`src/rtl/prog_loader_pkg.sv`:
```
// ---------------------------------------------------------------------------
// loader_defs: shared definitions for the program loader slice.
//   - AW_DEF / DW_DEF : default address / instruction widths
//   - state_e         : loader FSM state encoding
// ---------------------------------------------------------------------------
package loader_defs;

  localparam int AW_DEF = 4;
  localparam int DW_DEF = 8;

  typedef enum logic [2:0] {
    ST_IDLE  = 3'd0,
    ST_LOAD  = 3'd1,
    ST_CHECK = 3'd2,
    ST_RUN   = 3'd3,
    ST_ERROR = 3'd4
  } state_e;

endpackage : loader_defs

```
`src/rtl/prog_loader_ram.sv`:
```
// ---------------------------------------------------------------------------
// prog_ram: 2**AW x DW program store.
//   clk, n_reset : clock, asynchronous active-low clear of every word
//   we, waddr, wdata : synchronous write port
//   raddr, rdata     : asynchronous (combinational) read port
// The asynchronous clear rules out a block RAM, so the store is a plain
// register array.
// ---------------------------------------------------------------------------
module prog_ram
  import loader_defs::*;
#(
  parameter int AW = AW_DEF,
  parameter int DW = DW_DEF
) (
  input  logic          clk,
  input  logic          n_reset,
  input  logic          we,
  input  logic [AW-1:0] waddr,
  input  logic [DW-1:0] wdata,
  input  logic [AW-1:0] raddr,
  output logic [DW-1:0] rdata
);

  localparam int DEPTH = 2 ** AW;

  logic [DEPTH-1:0][DW-1:0] mem_q;

  always_ff @(posedge clk or negedge n_reset) begin
    if (!n_reset) begin
      mem_q <= '0;
    end else if (we) begin
      mem_q[waddr] <= wdata;
    end
  end

  assign rdata = mem_q[raddr];

endmodule : prog_ram

```
`src/rtl/prog_loader.sv`:
```
// ---------------------------------------------------------------------------
// prog_loader: writable program store for the 4-bit CPU.
//   clk, n_reset          : clock, asynchronous active-low reset
//   load_start            : pulse, begins/restarts a program load
//   rx_data/valid/ready   : host byte stream (2**AW words, then checksum)
//   cpu_addr, cpu_data    : CPU instruction fetch (combinational read)
//   cpu_n_reset           : registered active-low CPU reset
//   busy                  : loading or waiting for checksum
//   load_ok, load_err     : outcome of the last completed load
// ---------------------------------------------------------------------------
module prog_loader
  import loader_defs::*;
#(
  parameter int AW = AW_DEF,
  parameter int DW = DW_DEF
) (
  input  logic          clk,
  input  logic          n_reset,
  input  logic          load_start,
  input  logic [DW-1:0] rx_data,
  input  logic          rx_valid,
  output logic          rx_ready,
  input  logic [AW-1:0] cpu_addr,
  output logic [DW-1:0] cpu_data,
  output logic          cpu_n_reset,
  output logic          busy,
  output logic          load_ok,
  output logic          load_err
);

  state_e        state_q, state_d;
  logic [AW-1:0] wr_ptr_q, wr_ptr_d;
  logic [DW-1:0] sum_q, sum_d;
  logic          ok_q, ok_d;
  logic          err_q, err_d;
  logic          cpu_n_reset_q, cpu_n_reset_d;
  logic          we;
  logic          accept;
  logic [DW-1:0] sum_plus;

  assign rx_ready = (state_q == ST_LOAD) || (state_q == ST_CHECK);
  assign busy     = rx_ready;
  assign accept   = rx_valid && rx_ready;
  assign sum_plus = sum_q + rx_data;   // DW-bit wrap is the checksum modulus

  always_comb begin
    state_d       = state_q;
    wr_ptr_d      = wr_ptr_q;
    sum_d         = sum_q;
    ok_d          = ok_q;
    err_d         = err_q;
    cpu_n_reset_d = cpu_n_reset_q;
    we            = 1'b0;

    if (load_start) begin
      // Restart from any state; a byte arriving on this edge is dropped.
      state_d       = ST_LOAD;
      wr_ptr_d      = '0;
      sum_d         = '0;
      ok_d          = 1'b0;
      err_d         = 1'b0;
      cpu_n_reset_d = 1'b0;
    end else begin
      unique case (state_q)
        ST_LOAD: begin
          if (accept) begin
            we       = 1'b1;
            sum_d    = sum_plus;
            wr_ptr_d = wr_ptr_q + 1'b1;
            if (wr_ptr_q == {AW{1'b1}}) state_d = ST_CHECK;
          end
        end
        ST_CHECK: begin
          if (accept) begin
            if (sum_plus == '0) begin
              state_d       = ST_RUN;
              ok_d          = 1'b1;
              cpu_n_reset_d = 1'b1;
            end else begin
              state_d = ST_ERROR;
              err_d   = 1'b1;
            end
          end
        end
        default: ;  // IDLE, RUN, ERROR hold until load_start
      endcase
    end
  end

  always_ff @(posedge clk or negedge n_reset) begin
    if (!n_reset) begin
      state_q       <= ST_IDLE;
      wr_ptr_q      <= '0;
      sum_q         <= '0;
      ok_q          <= 1'b0;
      err_q         <= 1'b0;
      cpu_n_reset_q <= 1'b0;
    end else begin
      state_q       <= state_d;
      wr_ptr_q      <= wr_ptr_d;
      sum_q         <= sum_d;
      ok_q          <= ok_d;
      err_q         <= err_d;
      cpu_n_reset_q <= cpu_n_reset_d;
    end
  end

  assign load_ok     = ok_q;
  assign load_err    = err_q;
  assign cpu_n_reset = cpu_n_reset_q;

  prog_ram #(
    .AW(AW),
    .DW(DW)
  ) u_ram (
    .clk    (clk),
    .n_reset(n_reset),
    .we     (we),
    .waddr  (wr_ptr_q),
    .wdata  (rx_data),
    .raddr  (cpu_addr),
    .rdata  (cpu_data)
  );

endmodule : prog_loader
```
`config.mk`:
```
export PLATFORM = sky130hd
export DESIGN_NAME = prog_loader
export DESIGN_NICKNAME = d
export VERILOG_FILES = /design/src/rtl/prog_loader_pkg.sv /design/src/rtl/prog_loader_ram.sv /design/src/rtl/prog_loader.sv
export SDC_FILE = /design/constraint.sdc
export NUM_CORES = 1
export LEC_CHECK = 0
export CORE_MARGIN = 5
export CORE_UTILIZATION = 66
export DETAILED_ROUTE_END_ITERATION = 6
export PLACE_DENSITY = 0.86
export SLEW_MARGIN = 20
export SYNTH_ARGS = -nofsm -noshare
export SYNTH_HDL_FRONTEND = slang
export SYNTH_SLANG_ARGS = --single-unit
```
`constraint.sdc`:
```
create_clock -name clk -period 5.15 [get_ports clk]
set_input_delay 1.03 -clock clk [delete_from_list [all_inputs] [get_ports clk]]
set_output_delay 1.03 -clock clk [all_outputs]
set_load 0.05 [all_outputs]
```
==> flow_summary.json, run 1 <==
{
  "fin_crit_sh_pct": 77.64,
  "yosysChipArea_mm2": 0.007209,
  "rsz0062_at_grt": "false",
  "worst-setup-path-type": "in -> out",
  "yosys_warnings": 0,
  "ys_ff": 145,
  "met3WireLength_um": 679,
  "max_freq_ghz": 0.2501,
  "cp_max_fo": 32,
  "inverters": 4,
  "whs_path_depth": 1,
  "finalCriticalPeriod_ps": 3999,
  "fp.dieW_um": 114.5,
  "status": "finished clean",
  "syn_to_final_growth_pct": 12.13,
  "rrSetupSlack_ps": 2760,
  "r2r-start": "sum_q[0]",
  "chip_area_mm2": 0.01311,
  "fin_ws_ps": 1151,
  "drc": 0,
  "top_logic_kind": "multiplexers",
  "p_comb_share_pct": 12.7,
  "top_area_cell": "dfrtp_1",
  "portBuffers": 28,
  "p_int_mw": 2.186,
  "synth_area_mm2": 0.007209,
  "drv_cap": 0,
  "end_kind": "output port",
  "preCtsSetupSlack_ps": 1145,
  "nClkBuffers": 23,
  "final-nonclk-buf-share_pct": 3.637,
  "synth.top_cell.area_share_pct": 50.33,
  "min_from": "u_ram.mem_q[46]",
  "ctsHoldBuffers": 0,
  "edf_count": 0,
  "grtUsageMet1_pct": 35.42,
  "htreeDepth": 4,
  "relSlewSlack_pct": 40.95,
  "ys.flop_type": "dfrtp_1",
  "p_seq_share_pct": 44.5,
  "synth.most_common_cell": "dfrtp_1",
  "nFlopsAndLatches": 145,
  "final_cell_count_no_fill": 652,
  "dpl.cell_count": 623,
  "async_flop_share_pct": 100.0,
  "hold_class": "reg -> reg",
  "ant_nets": 0,
  "grt_pass1_vias": 4711,
  "place_area_mm2": 0.007500,
  "synth_nets": 510,
  "ys_sh_simple_pct": 6.369,
  "pin_count": 29,
  "synthTopCellsByArea": "dfrtp_1 (50%), mux2_2 (20%), mux4_1 (8.4%)",
  "comb_share_pct": 41.93,
  "fp-row-count": 38
}
-- run 1: power groups by stage --
stage / Combinational, mW / Clock [mW] / Sequential [mW]
4_1_cts: 0.366 / 1.24 / 1.28
5_1_grt: 0.397 / 1.29 / 1.29
2_1_floorplan: 0.269 / 0 / 1.28
3_5_place_dp: 0.361 / 0 / 1.30
6_report: 0.363 / 1.23 / 1.28
3_3_place_gp: 0.343 / 0 / 1.29
-- run 1: state kept, by name, indices dropped and copies added (netlist names) --
signal and flops:
sum_q 8, cpu_n_reset 1, load_err 1, state_q 3, u_ram.mem_q 128, wr_ptr_q 4
-- run 1: worst max-delay path: stages --
cell             delay (ps)
clkdlybuf4s50_1         450
buf_4                   390
mux4_1                  410
mux4_2                  480
buf_4                   200
**Run 1: clock wires, drivers and flops**

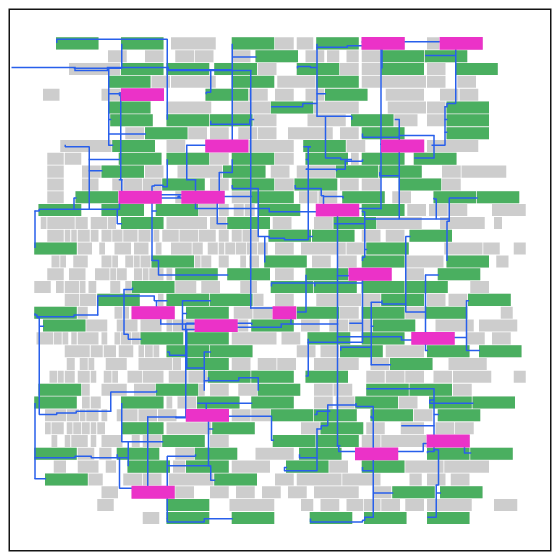
[magenta] cells driving clock nets | count: 17
[blue] clock wires | length: 1,750 µm
[green] flip-flops | count: 145
routed clock nets	18
Final Skew: 7.351 ps
clk ins delay skew pair: 530 ps
clock share of power: 42.8%

**Run 1: wire density map**

The bar under the picture is 20 µm long. 23 x 23 tiles, from dark purple (low) to yellow (high), scaled to the fullest tile. Values are wire area over tile area, all layers added.
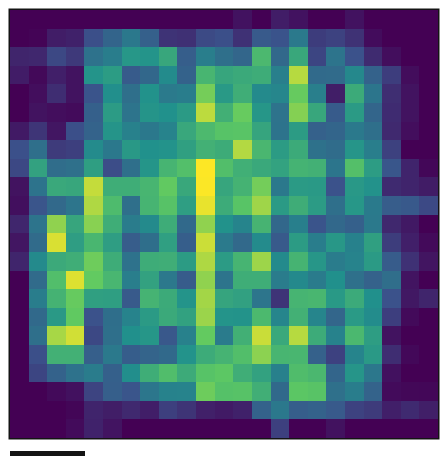
fullest tile	0.51
tiles over half the peak	36%
densest ninth of the die	middle
nearly empty tiles	14%
mean over tiles	0.19
Total GRT Usage: 27.15%
Avg WL per Cell: 24.43 µm
WL final: 15,930 µm

**Run 1: met4 routing**

The bar under the picture is 20 µm long. Supply wires on this layer in gray.
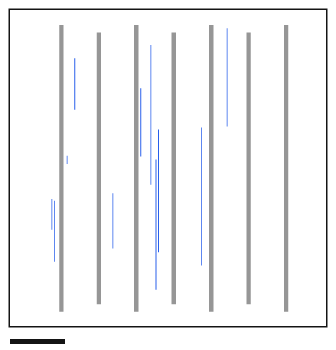
nets with wire on the layer	8
longest straight run	50.3 µm
share of all routed wire	2.0%
DR vias: 4,259

**Run 1: cell outlines without signal wires**

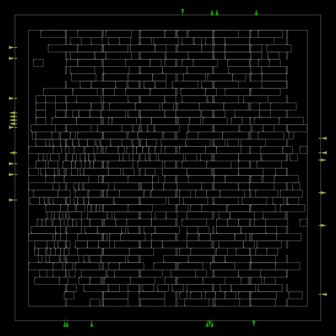

==> inputs of run 2 (changes only) <==
Settings changed: CORE_UTILIZATION 66 to 61, PLACE_DENSITY 0.86 to 0.8.
Clock period 5.15 ns to 3.8 ns, I/O delays scaled along.
**Run 2: cell outlines without signal wires**

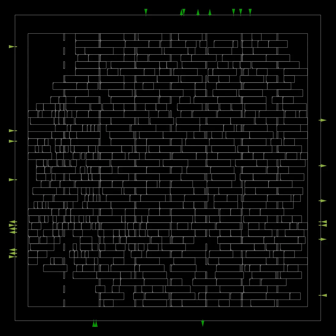
sequential fraction of total cell area: 43.89%
Taps Inserted: 143
FF+latch count: 145
utilization after layout: 71.78%
fill cell count: 716

**Run 2: clock wires, drivers and flops**

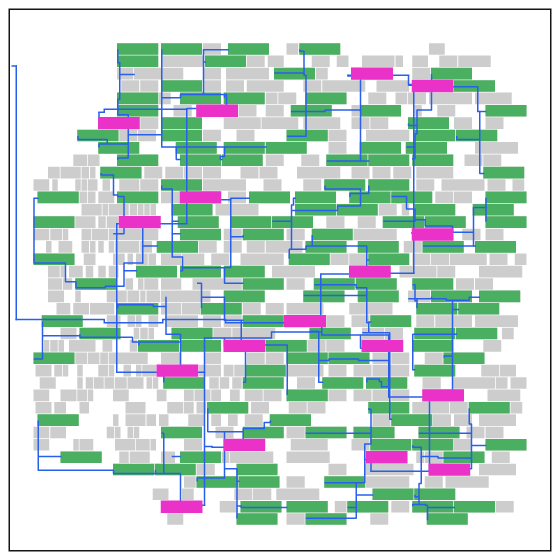
[magenta] cells driving clock nets | count: 17
[blue] clock wires | length: 1,660 µm
[green] flip-flops | count: 145
routed clock nets	18
Clk power: 1.82 mW
Final Skew: 6.787 ps
clk ins delay skew pair: 420 ps
clock share of power: 44.9%

==> run 2 against run 1 <==
  * Synthesized area did not move
  * Synthesized cell count did not move
  * Count of clock-buffer cells in the layout fell by 3
  * Hold slack got worse by 180 ps
  * Cell count rose by 2.3%
  * Design area rose by 2.3%
  * Via count rose by 0.73%
  * Clock power rose by 48%
  * Largest power group is now clock
  * Critical endpoint is now cpu_data[7]
  * Global-route usage fell by 2.8 points
  * Combinational power rose by 39%
==> flow_summary.json, run 2 <==
{
  "pg_comb_uw": 503,
  "ctsHoldBuffers": 0,
  "drc": 0,
  "crit_path_frequent_cell": "mux4_2",
  "yosysChipArea_mm2": 0.007209,
  "grtUsageTotal_pct": 24.33,
  "hold_class": "in -> async",
  "crit_chain": "clkdlybuf4s50_1, buf_12, mux4_2, mux4_2, buf_4",
  "drv_cap": 0,
  "largest_register_ffs": 128,
  "final_cell_count_no_fill": 667,
  "vias": 4290,
  "finalCriticalPeriod_ps": 3328,
  "worst-setup-path-type": "in -> out",
  "p_comb_share_pct": 12.4,
  "max_freq_ghz": 0.3005,
  "status": "finished clean",
  "cp_max_fo": 32,
  "nClkBuffers": 20,
  "ant_nets": 0,
  "synth.most_common_cell": "dfrtp_1",
  "edf_count": 0,
  "inverters": 4,
  "rsz0062_at_grt": "false",
  "pin_count": 29,
  "relSlewSlack_pct": 55.92,
  "r2r-start": "sum_q[0]",
  "fp.dieW_um": 118.7,
  "htreeDepth": 4,
  "ys.flop_type": "dfrtp_1",
  "preCtsSetupSlack_ps": 462.7,
  "final-nonclk-buf-share_pct": 4.889,
  "end_kind": "output port",
  "synth_area_mm2": 0.007209,
  "rrSetupSlack_ps": 1380,
  "yosys_warnings": 0,
  "portBuffers": 28,
  "ys_ff": 145,
  "place_area_mm2": 0.007616,
  "syn_to_final_growth_pct": 14.67,
  "met3WireLength_um": 592,
  "max_stage_delay_ps": 510,
  "chip_area_mm2": 0.01409,
  "synth_nets": 510,
  "grtUsageMet1_pct": 30.82,
  "p_int_mw": 3.123
}
**Run 2: where the registers sit**

Other sequential cells in the stronger gray, the rest of the logic in the fainter gray.
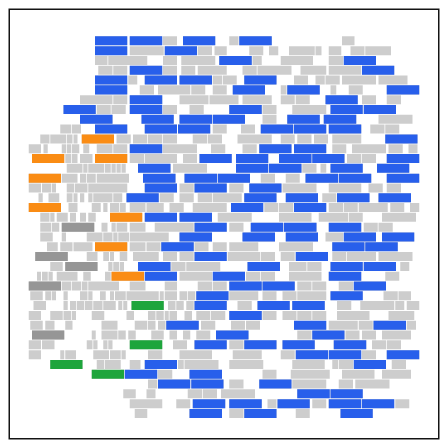
color	name in the netlist	flops
blue	u_ram.mem_q	128
green	wr_ptr_q	4
orange	sum_q	8
Power Sequential: 1.73 mW
Reg area: 0.003628 mm²

run 2: netlist changes by cell type in the layout (fill, tap and decap cells not counted):
cell / before / now
bufinv_16: 3 / 5
clkinv_2: 3 / 5
buf_4: 10 / 17
buf_12: 1 / 4
buf_6: 0 / 1
clkbuf_16: 16 / 17
clkinv_4: 0 / 1
clkbuf_8: 6 / 3
clkbuf_1: 2 / 0
run 2: cell families (layout without fill, tap and decap cells):
logic type      count (synthesis)  count (layout)  synth area share, %
compound gates                 36              36                4.165
xor+xnor                        5               5               0.6075
fa+ha+maj                      12              12                2.187
buf+inv                        34              76                2.655
flops                         145             145                50.33
mux                           168             168                33.69
simple gates                   82              82                6.369
run 2: worst max-delay path: cells and delay by family:
kind	cells	cell delay [ps]
buf+inv	3	950
mux	2	850
Power figures rest on the tool's default switching activity, not on a simulated workload.
